File: src/rtl/ext_bus_arbiter.sv
// Two-requester arbiter for the external program-memory pad bus (CPU fetch vs. debug port).
// Each granted read holds mem_addr for WAIT_CYCLES+1 cycles, then captures mem_data.
module ext_bus_arbiter #(
    parameter int AW          = 10,
    parameter int DW          = 8,
    parameter int WAIT_CYCLES = 2
) (
    input  logic          clk,
    input  logic          rst,
    input  logic          cpu_req,
    input  logic [AW-1:0] cpu_addr,
    output logic          cpu_gnt,
    output logic          cpu_rvalid,
    output logic [DW-1:0] cpu_rdata,
    input  logic          dbg_req,
    input  logic [AW-1:0] dbg_addr,
    input  logic          dbg_lock,
    output logic          dbg_gnt,
    output logic          dbg_rvalid,
    output logic [DW-1:0] dbg_rdata,
    output logic [AW-1:0] mem_addr,
    output logic          mem_oe,
    input  logic [DW-1:0] mem_data,
    output logic          busy
);

    localparam int CW = (WAIT_CYCLES > 0) ? $clog2(WAIT_CYCLES + 1) : 1;

    typedef enum logic {
        IDLE,
        ACCESS
    } state_e;

    typedef enum logic {
        OWN_CPU,
        OWN_DBG
    } owner_e;

    state_e        state_q;
    owner_e        owner_q;
    owner_e        last_owner_q;
    logic [CW-1:0] cnt_q;
    logic [AW-1:0] mem_addr_q;
    logic          access_q;
    logic          cpu_gnt_q;
    logic          dbg_gnt_q;
    logic          cpu_rvalid_q;
    logic          dbg_rvalid_q;
    logic [DW-1:0] cpu_rdata_q;
    logic [DW-1:0] dbg_rdata_q;

    logic          cpu_elig;
    logic          dbg_elig;
    owner_e        pick_d;

    // A halted CPU (dbg_lock) is simply not eligible, so a tie can only occur with lock low.
    always_comb begin
        cpu_elig = cpu_req && !dbg_lock;
        dbg_elig = dbg_req;
        pick_d   = OWN_CPU;
        if (dbg_elig && (!cpu_elig || last_owner_q == OWN_CPU)) begin
            pick_d = OWN_DBG;
        end
    end

    always_ff @(posedge clk or negedge rst) begin
        if (!rst) begin
            state_q      <= IDLE;
            owner_q      <= OWN_CPU;
            last_owner_q <= OWN_DBG;
            cnt_q        <= '0;
            mem_addr_q   <= '0;
            access_q     <= 1'b0;
            cpu_gnt_q    <= 1'b0;
            dbg_gnt_q    <= 1'b0;
            cpu_rvalid_q <= 1'b0;
            dbg_rvalid_q <= 1'b0;
            cpu_rdata_q  <= '0;
            dbg_rdata_q  <= '0;
        end else begin
            cpu_gnt_q    <= 1'b0;
            dbg_gnt_q    <= 1'b0;
            cpu_rvalid_q <= 1'b0;
            dbg_rvalid_q <= 1'b0;
            case (state_q)
                IDLE: begin
                    if (cpu_elig || dbg_elig) begin
                        owner_q      <= pick_d;
                        last_owner_q <= pick_d;
                        mem_addr_q   <= (pick_d == OWN_DBG) ? dbg_addr : cpu_addr;
                        cpu_gnt_q    <= (pick_d == OWN_CPU);
                        dbg_gnt_q    <= (pick_d == OWN_DBG);
                        access_q     <= 1'b1;
                        cnt_q        <= CW'(WAIT_CYCLES);
                        state_q      <= ACCESS;
                    end
                end
                ACCESS: begin
                    if (cnt_q != '0) begin
                        cnt_q <= cnt_q - CW'(1);
                    end else begin
                        if (owner_q == OWN_DBG) begin
                            dbg_rdata_q  <= mem_data;
                            dbg_rvalid_q <= 1'b1;
                        end else begin
                            cpu_rdata_q  <= mem_data;
                            cpu_rvalid_q <= 1'b1;
                        end
                        access_q <= 1'b0;
                        state_q  <= IDLE;
                    end
                end
                default: state_q <= IDLE;
            endcase
        end
    end

    assign cpu_gnt    = cpu_gnt_q;
    assign dbg_gnt    = dbg_gnt_q;
    assign cpu_rvalid = cpu_rvalid_q;
    assign dbg_rvalid = dbg_rvalid_q;
    assign cpu_rdata  = cpu_rdata_q;
    assign dbg_rdata  = dbg_rdata_q;
    assign mem_addr   = mem_addr_q;
    assign mem_oe     = access_q;
    assign busy       = access_q;

    // Grants happen only from IDLE and rvalids only when leaving ACCESS, so at most one strobe is high.
    a_one_strobe: assert property (@(posedge clk) disable iff (!rst)
        $onehot0({cpu_gnt_q, dbg_gnt_q, cpu_rvalid_q, dbg_rvalid_q}));

    a_oe_is_busy: assert property (@(posedge clk) disable iff (!rst)
        access_q == (state_q == ACCESS));

endmodule

File: config.mk
export PLATFORM = sky130hd
export DESIGN_NAME = ext_bus_arbiter
export DESIGN_NICKNAME = d
export VERILOG_FILES = /design/src/rtl/ext_bus_arbiter.sv
export SDC_FILE = /design/constraint.sdc
export NUM_CORES = 1
export LEC_CHECK = 0
export ABC_AREA = 1
export ABC_CLOCK_PERIOD_IN_PS = 1050
export CORE_ASPECT_RATIO = 1.4
export CORE_UTILIZATION = 38
export CTS_BUF_LIST = sky130_fd_sc_hd__clkbuf_16
export DETAILED_ROUTE_END_ITERATION = 7
export PLACE_DENSITY = 0.81
export SLEW_MARGIN = 20
export SYNTH_ARGS = -nofsm -noshare
export SYNTH_HDL_FRONTEND = slang
export SYNTH_SLANG_ARGS = --single-unit
File: constraint.sdc
create_clock -name clk -period 1.05 [get_ports clk]
set_input_delay 0.315 -clock clk [delete_from_list [all_inputs] [get_ports clk]]
set_output_delay 0.315 -clock clk [all_outputs]
set_load 0.02 [all_outputs]
==> notes.md, run 1 <==
Physical implementation status

The flow ran to the end, but the final reports show violations. The final reports fail on DRC, hold timing, setup timing. The number of cells on the worst reg-to-reg path is 4. The parity-gate share of the synthesized area counting xor and xnor cells stands at 0%.

Ranked by power, first place goes to combinational cells. The overall die width stands at 56.8 µm. The yosys synthesis chip area stands at 1600 µm².

The cell resize tally after clock tree synthesis stands at 254. The worst setup path is of the flip-flop to output port kind. The combinational cell power stands at 5.66 mW.

In the final layout, the share of cells above drive strength 1 is 54.2%. The post-placement cell area stands at 2330 µm². The mean area per synthesized cell stands at 9.79 µm². The combined area of the multi-input logic cells stands at 828 µm². The gate count after technology mapping stands at 163.

The via count of the first global-routing pass stands at 1,644. The proportion of cell area occupied by registers stands at 30.2%. The number of rows in the core area stands at 27. The clock H-tree reported by CTS has 2 levels. The type recorded for the worst min-delay path is primary input to async pin. After Yosys synthesis, full adders, half adders and majority gates account for 0.784% of the synthesized area. The number of hold buffers added after CTS was 0. The clock network power reported by the tool is 1.39 mW. In the post-route analysis, the smallest setup slack over all paths is -0.103 ns. The worst setup path is launched from a flip-flop. The placer's final routability congestion estimate stands at 0.842. The final total negative setup slack stands at -4.24 ns. The count of distinct cell types in the synthesized netlist stands at 18.

The sequential share of the synthesized area stands at 56.5%. The basic-gate share of the synthesized area counting and, or, nand and nor cells stands at 22.4%. The post-route worst hold slack stands at -0.00491 ns.

The floorplan step defined a core boundary enclosing 3990 µm². The initial standard-cell utilization of the core stands at 40.0%. Setup repair after global routing could not meet its margin everywhere.

Per the final report, the share of cell area in clock cells is 4.55%. After clock tree synthesis, the setup repair step added 15 buffers. TritonCTS built the clock tree. The logic depth of the worst setup path including buffers stands at 1. The overall power consumption stands at 9.66 mW.

The length of the first detailed-routing pass in iterations stands at 6. After layout, the buffer instance count without clock buffers stands at 102. For reference, the mux area share after synthesis is 0%. The area of the die stands at 4470 µm². For this run, the top clock speed supported by timing is 867 MHz. The largest net degree at the start of global routing stands at 37.

In the placement report, post-DP HPWL is listed as 2560 µm. The clock passes through at most 2 buffers. The first-pass GRT wire length stands at 8030 µm. The DRC violation total left in the routed layout is recorded as 18. The met2 wire length stands at 2570 µm.

The number of tap cells inserted stands at 43. For reference, the critical path cell chain is buf_6. The final tally of max-slew violations stands at 0.

The count of clock-net buffers in the final layout stands at 5. For flop-to-flop paths, the worst setup slack is -0.09 ns. Per the power-grid run, VDD falls by no more than 2.13 mV.

The sequential cells in the finished layout cover a total of 905 µm². After detailed routing, no signal wire sits above met4. The synthesized design devotes to its leading area cell type 54.9% of total area. The script logs the ratio of routed vias to standard cells as 5.25. The transition time of the tightest slew-check pin stands at 0.201 ns.

The diode insertion count for antenna repair stands at 0. Per STA, the highest per-stage delay on the worst path measures 0.41 ns. Multi-input combinational cells in the finished layout were counted as 104. The number of setup violations in the final report stands at 62. In this run the tools logged warnings totalling 29. The most critical setup path has its startpoint at busy.

The vertical die dimension stands at 78.7 µm. The pre-CTS worst setup slack stands at -0.467 ns. The met1 capacity usage during global routing stands at 26.7%. The starting DRC count in detailed routing stands at 94. For this run, the post-layout net count is 304.

The filler cells instantiated in the layout total 252. Counting endpoints that fail hold in the final report gives 3. The fraction of power consumed by sequential logic stands at 27.1%. In this run the critical register-to-register path is captured at mem_addr[5].

The synthesized netlist occupies a cell area of 1600 µm². Among cell families on the critical path, the largest total delay comes from flip-flops. For reference, the top logic cell family by area is simple AND/OR/NAND/NOR gates.

Per the synth log, the flip-flop and latch total comes to 36. Summed over all sequential cells, the power is 2.61 mW. The detailed router placed 1,647 vias in this run.

The total net switching power stands at 3.93 mW. The filler-free cell count of the finished design stands at 314. In the power breakdown, the internal column shows 5.73 mW. The main area contributors are dfrtp_1, o21ai_2, nand2_1, nand3_1, inv_1. TritonCTS reports the number of clock sinks as 36. Per the GRT log, the top usage layer is met2.

The total buffers and inverters traversed by the critical path stands at 1. The non-clock inverter total of the final layout stands at 21. Per the STA report, the cell with the highest stage delay on the worst path is dfrtp_1.
run 1: worst min path at each step:
| stage | end | slack, ns | cells after the start |
|---|---|---|---|
| after floorplan | busy | 0.02 | 0 |
| after global placement | mem_addr[0] | 0.30 | 2 |
| after detailed placement | mem_addr[3] | 0.29 | 2 |
| after CTS | mem_addr[3] | 0.004 | 2 |
| after global routing | mem_addr[0] | 0.02 | 2 |
| final | mem_addr[3] | -0.005 | 2 |
run 1: synth_stat cells:
cell and n:
nand4_1 9, dfstp_2 1, nand2_4 3, buf_2 2, inv_1 19, nand3_1 23, dfrtp_1 35, o21ai_2 16
inv_2 2, o21ai_0 3, a21oi_2 1, nand2_1 36, buf_4 2, a21oi_1 2, or2_1 1, buf_6 4
ha_1 1, nor2_1 3
Fig. 1: run 1, nets reached from selected ports
(4 px per µm)
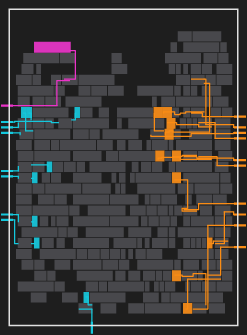
[magenta] `cpu_rvalid` | bits: 1 | direction: output | edge: west | end cells: 1 | buffers: 1 | wire: 32.1 µm
[cyan] `mem_data` | bits: 8 | direction: input | edge: 7 west, 1 south | end cells: 8 | buffers: 8 | wire: 62.9 µm
[orange] `dbg_addr` | bits: 10 | direction: input | edge: east | end cells: 10 | buffers: 10 | wire: 303 µm
# port buffers: 64
number of primary I/O pins: 65

Fig. 2: run 1, clock routing
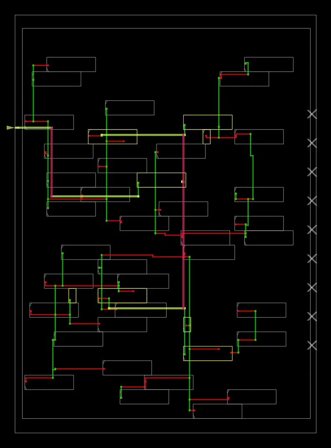
Skew-Pair Late Insertion Delay: 0.28 ns
number of sequential storage elements: 36

Fig. 3: run 1, signal wires by layer
(8 px per µm) Two of the layers only.
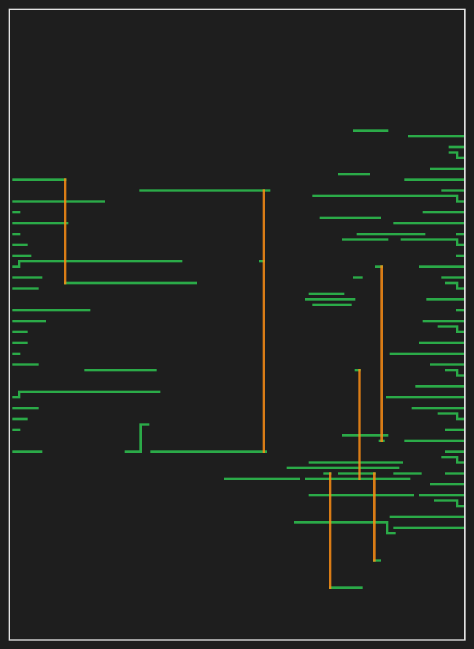
[green] met3 | wire length: 489 µm
[orange] met4 | wire length: 106 µm
overall global routing resource usage: 23.6%
routed length per placed instance: 15.8 µm
WL final: 4980 µm

==> run 2: changes to the inputs <==
PLACE_DENSITY = 0.85   (was 0.81)
Fig. 4: run 2, clock routing
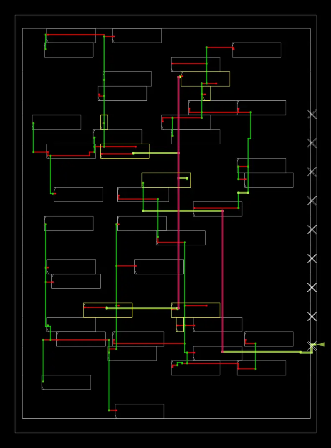
clk_skew: 0.00316 ns
Num CTS Buffers: 5
Clk power: 1.39 mW

==> notes.md, run 2 <==
Physical implementation status

The count of multi-input gates is 104 (unchanged). The largest vdd supply drop is 1.74 mV (was 2.13 mV). The clock latency at the later pin of the worst-skew pair stands at 0.28 ns (about the same). The combined area of the multi-input logic cells stands at 862 µm² (was 828 µm²). The group drawing the most power is combinational cells (unchanged). The total routing resource utilization after global routing was 25.1% (was 23.6%). The setup slack of the critical path after layout stands at -0.157 ns (was -0.103 ns). The transition time of the tightest slew-check pin came to 0.315 ns (was 0.201 ns). The warning total across the stage logs came to 29 (unchanged). The yosys synthesis chip area stands at 1600 µm² (unchanged). The power attributed to sequential cells came to 2.62 mW (was 2.61 mW). Violated checks: DRC, setup timing (was DRC, hold timing, setup timing). The total net switching power came to 4.08 mW (was 3.93 mW). The total standard cell area after synthesis stands at 1600 µm² (unchanged). The non-clock buffer instance count of the final layout stands at 110 (was 102). The non-clock inverter total of the final layout came to 21 (unchanged). The sequential share of the synthesized area was 56.5% (unchanged). The deepest clock path buffer count was 2 (unchanged). Largest cells by area after synthesis: dfrtp_1, o21ai_2, nand2_1, nand3_1, inv_1 (unchanged). The fraction of post-synthesis cell area in the top cell type by area stands at 54.9% (unchanged).

The clock distribution area overhead in the final layout stands at 4.42% (was 4.55%). The number of hold violations in the final report is 0 (was 3). The via count of the first global-routing pass stands at 1,748 (was 1,644). The portion of netlist area occupied by mux cells is 0% (unchanged).

The basic-gate share of the synthesized area counting and, or, nand and nor cells was 22.4% (unchanged). For hold timing, the worst endpoint is cpu_gnt. The number of cells on the worst reg-to-reg path stands at 4 (unchanged). The number of tap cells inserted is 43 (unchanged). The tally of buffers added on design ports was 64 (unchanged).

The initial standard-cell utilization of the core stands at 40.0% (unchanged). The final total negative setup slack is -5.48 ns (was -4.24 ns). The adder-cell share of the synthesized area is 0.784% (unchanged). The residual DRC count is 18 (unchanged).

The largest net degree at the start of global routing is 24 (was 37). Status: complete, but fails checks (unchanged). The post-synth tally of flip-flops with integrated enable came to 0 (unchanged).

The highest cell delay on the worst timing path is 0.60 ns (was 0.41 ns). The placer's final routability congestion estimate came to 0.819 (was 0.842). The average routed wire per standard cell came to 17.6 µm (was 15.8 µm).

The filler-free cell count of the finished design is 322 (was 314). The slowest cell on the critical path was dfstp_2 (was dfrtp_1). The total number of clock tree sinks stands at 36 (unchanged). The vertical die dimension stands at 78.7 µm (unchanged). The core area stands at 3990 µm² (unchanged). The parity-gate share of the synthesized area counting xor and xnor cells came to 0% (unchanged). The total buffers and inverters traversed by the critical path stands at 1 (unchanged). The cell family contributing the most delay on the critical path is flip-flops (unchanged). Unrepaired setup endpoints after global routing: true (unchanged). The number of rows in the core area stands at 27 (unchanged). The logic depth of the worst setup path including buffers stands at 4 (was 1). The clock tree from TritonCTS was done (unchanged). The mean area per synthesized cell was 9.79 µm² (unchanged). The final tally of max-slew violations stands at 0 (unchanged). The total of fill cells in the finished design is 253 (was 252).

The overall power consumption stands at 9.98 mW (was 9.66 mW). The length of the first detailed-routing pass in iterations stands at 8 (was 6). The number of levels the H-tree was split into is 2 (unchanged).

The fraction of power consumed by sequential logic stands at 26.2% (was 27.1%). The internal power of the cells stands at 5.90 mW (was 5.73 mW). The total via count after detailed routing stands at 1,691 (was 1,647).

The I/O pin count stands at 65 (unchanged). The reg-to-reg endpoint is mem_addr[6] (was mem_addr[5]). The final layout net count came to 312 (was 304). The sequential standard cell area stands at 903 µm² (was 905 µm²). The origin of the worst setup path is last_owner_q (was busy). The number of setup violations in the final report stands at 67 (was 62).
Fig. 5: run 2, met2 routing
(4 px per µm) Cells faint in the background.
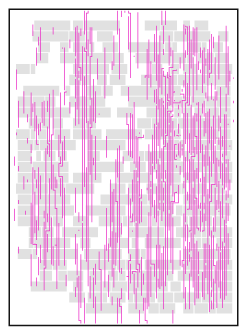
share of all routed wire: 57%
wire length on this layer: 3,220 µm
nets with wire on the layer: 281
longest straight run: 43.5 µm

[run 2: what timing repair did]
item / CTS / global route
buffers inserted: 20 / 12
endpoints found under the hold margin: 12 / 0
gates cloned: 7 / 0
resized: 249 / 29
endpoints found under the setup margin: 67 / 67
pin swaps: 18 / 15
hold buffers: 1 / 0
[run 2: per-layer routing]
| layer | global-route usage (%) | part of all wire (%) |
|---|---|---|
| met1 | 26.2 | 35 |
| met2 | 47.9 | 57 |
| met3 | 5.44 | 6.1 |
| met4 | 9.76 | 2.1 |
| met5 | 0 | 0 |
[run 2: through the flow]
step	hold slack [ns]	instance area (µm²)
2_1_floorplan	0.0194	1600
3_3_place_gp	0.270	2300
3_5_place_dp	0.270	2300
4_1_cts	0.469	2900
5_1_grt	0.416	3080
6_report	0.393	3080
No activity file was given, so power comes from the tool's default toggle rates.
